Design xor_parity_accum, sky130hd; sources not shown.
==> run_1/placed.png <==
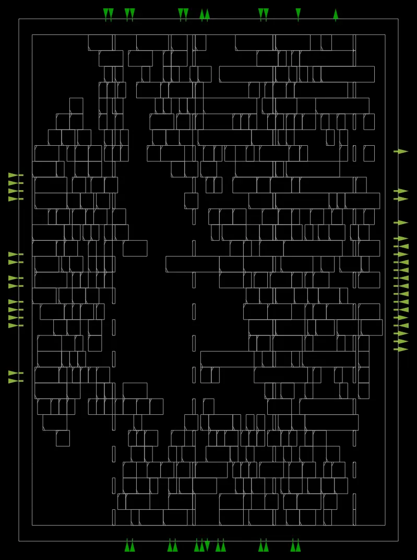
Cell Rows: 31
Layout Cells excl Fill: 435

==> run_1/clock_wires.png <==
Bar = 20 um.
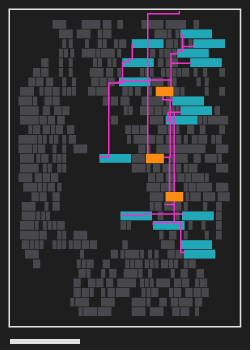
flip-flops: drawn in cyan, count 16. clock-net drivers: drawn in orange, count 3. clock wires: drawn in magenta, length 258 um.
There are 4 routed clock nets.
worst setup skew after layout: 0.711 ps
clock power share: 20.9%
clk_lat worst skew: 250 ps
Clock Power: 422 uW

==> run_1/closeup.png <==
Bar = 10 um. Window x 20 to 45, y 50 to 75 um. Cells in gray, sequential cells in the stronger gray; small squares are vias.
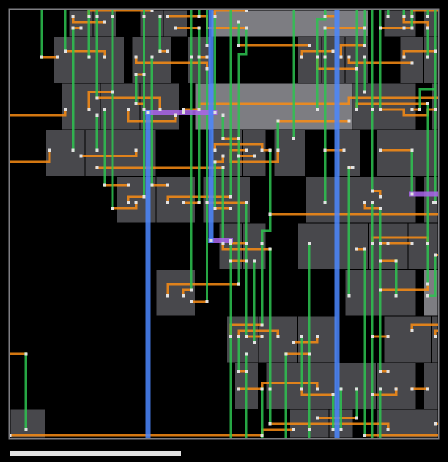
M3: drawn in purple. M2: drawn in green. M4: drawn in blue. M1: drawn in orange.
49 logic cells have their middle in the window. Most frequent: nand2_2 (12), nand2_1 (10). Sequential cells in the window: 2.

==> results.py, run 1 <==
# Synthesis and PnR figures
metrics = {
    "timing": {
        "final-hold-violation-count": 0,
        "timing.hold.ws_ps": 463,
    },
    "final_layout": {
        "num-nets-final": 414,
        "final_cell_area_um2": 2720,
        "seq_share_pct": 14.7,
        "logic_area_um2": 1290,
        "clkbuf_count": 4,
        "final_common_cell": "nand2_1",
        "sh_comb_area_pct": 47.3,
        "nFillCells": 524,
    },
    "logic_synthesis": {
        "top_logic_kind": "simple AND/OR/NAND/NOR gates",
        "async_flop_share_pct": 100,
        "top_cells_by_area": "nand2_1, dfrtp_1, inv_1",
        "mux_share_pct": 0,
        "yosys.area.top_type": "nand2_1",
        "numSynthFlops": 16,
    },
    "clocking": {
        "clock_path_buffers": 2,
        "tritoncts": "built",
    },
    "worst_setup_path": {
        "r2r_cells": 7,
        "critical_path_class": "primary input to register",
        "critPathMaxFanout": 4,
        "cp.required_ps": 1550,
        "cpPeakStageDelay_ps": 130,
        "crit_slowest_cell": "buf_4",
    },
    "pwr": {
        "top_power_group": "combinational logic",
        "power.share.sequential_pct": 28.8,
        "finalPower_uw": 2020,
        "comb-power_uw": 1020,
        "p_leak_uw": 0.00156,
    },
    "placed_design": {
        "place_ws_ps": -662,
        "dpl_cell_area_um2": 2260,
    },
    "grt": {
        "grt_pass1_vias": 1695,
        "grt_use_total_pct": 13.2,
    },
    "detailed_routing": {
        "route.met2.wl_um": 2260,
        "routed_wl_um": 3940,
        "wirelength_met1_um": 1390,
        "avgViaCountPerCell": 4.37,
        "drt_pass1_iterations": 3,
        "avgRoutedWirePerCell_um": 9.06,
        "drtIter0Drc": 54,
    },
    "floorplan": {
        "taps": 66,
        "chipArea_um2": 5860,
    },
    "hold_path": {
        "hold_class": "primary input to register",
    },
    "run_status": {
        "run_status": "complete, no violations",
    },
    "flow_run": {
        "maxCapViolCount": 0,
    },
}
--- run 2 (diff from run 1) ---
CTS_CLUSTER_SIZE = 14   (was not set)
==> run_2/closeup.png <==
Bar = 10 um. Window x 20 to 45, y 50 to 75 um. Cells in gray, sequential cells in the stronger gray; small squares are vias.
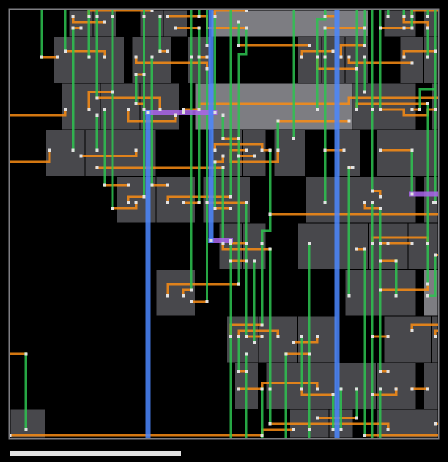
M4: drawn in blue. M2: drawn in green. M3: drawn in purple. M1: drawn in orange.
Most frequent: nand2_2 (12), nand2_1 (10). Sequential cells in the window: 2. 49 logic cells have their middle in the window.

==> run_2/route_heat.png <==
The die is cut into 13 by 18 equal tiles; dark blue is low, red is high, scaled to the fullest tile. Values are wire area over tile area, all layers added.
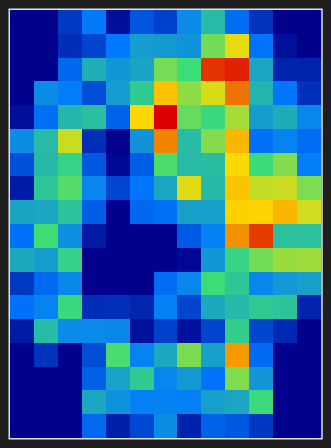
The mean over all tiles is 0.11. 18% of the tiles are over half the peak. The emptiest ninth of the die: lower left.
Avg WL per Cell: 9.06 um
via count: 1901
WL final: 3940 um

==> results.py, run 2 <==
# Synthesis and PnR figures
metrics = {
    "final_layout": {
        "logic_area_um2": 1290,
        "final_cells": 435,
        "largest_cell_class": "combinational gates",
        "n_antenna_cell": 0,
        "sh_comb_area_pct": 47.3,
        "clkbuf_count": 4,
        "seq_share_pct": 14.7,
        "final_common_cell": "nand2_1",
    },
    "grt": {
        "grt_use_total_pct": 13.2,
        "grt_start_max_net_pins": 17,
        "grt_pass1_vias": 1695,
    },
    "placed_design": {
        "place_ws_ps": -662,
        "io_buffer_count": 57,
    },
    "logic_synthesis": {
        "numSynthFlops": 16,
        "syn_inst": 298,
        "yosys.area.top_type": "nand2_1",
        "top_cells_by_area": "nand2_1, dfrtp_1, inv_1",
        "async_flop_share_pct": 100,
        "top_logic_kind": "simple AND/OR/NAND/NOR gates",
        "mux_share_pct": 0,
    },
    "worst_setup_path": {
        "cpPeakStageDelay_ps": 130,
        "r2r_cells": 7,
        "critPathMaxFanout": 4,
        "cp.required_ps": 1550,
        "critical_path_class": "primary input to register",
    },
    "hold_path": {
        "hold_class": "primary input to register",
    },
    "floorplan": {
        "chipArea_um2": 5860,
        "num_rows": 31,
        "taps": 66,
        "pin_count": 58,
    },
    "pwr": {
        "top_power_group": "combinational logic",
        "finalPower_uw": 2020,
        "power.share.sequential_pct": 28.8,
        "comb-power_uw": 1020,
        "pg_clk_uw": 422,
        "p_leak_uw": 0.00156,
    },
    "timing": {
        "worst_clock_skew_ps": 0.711,
        "timing.hold.ws_ps": 463,
    },
    "detailed_routing": {
        "wirelength_met1_um": 1390,
        "avgViaCountPerCell": 4.37,
        "drtIter0Drc": 54,
        "drt_pass1_iterations": 3,
    },
    "flow_run": {
        "maxCapViolCount": 0,
    },
    "clocking": {
        "tritoncts": "built",
        "clock_path_buffers": 2,
        "ctsResizeCount": 233,
    },
    "run_status": {
        "run_status": "complete, no violations",
    },
}
Power is estimated from default activity; no workload was simulated.
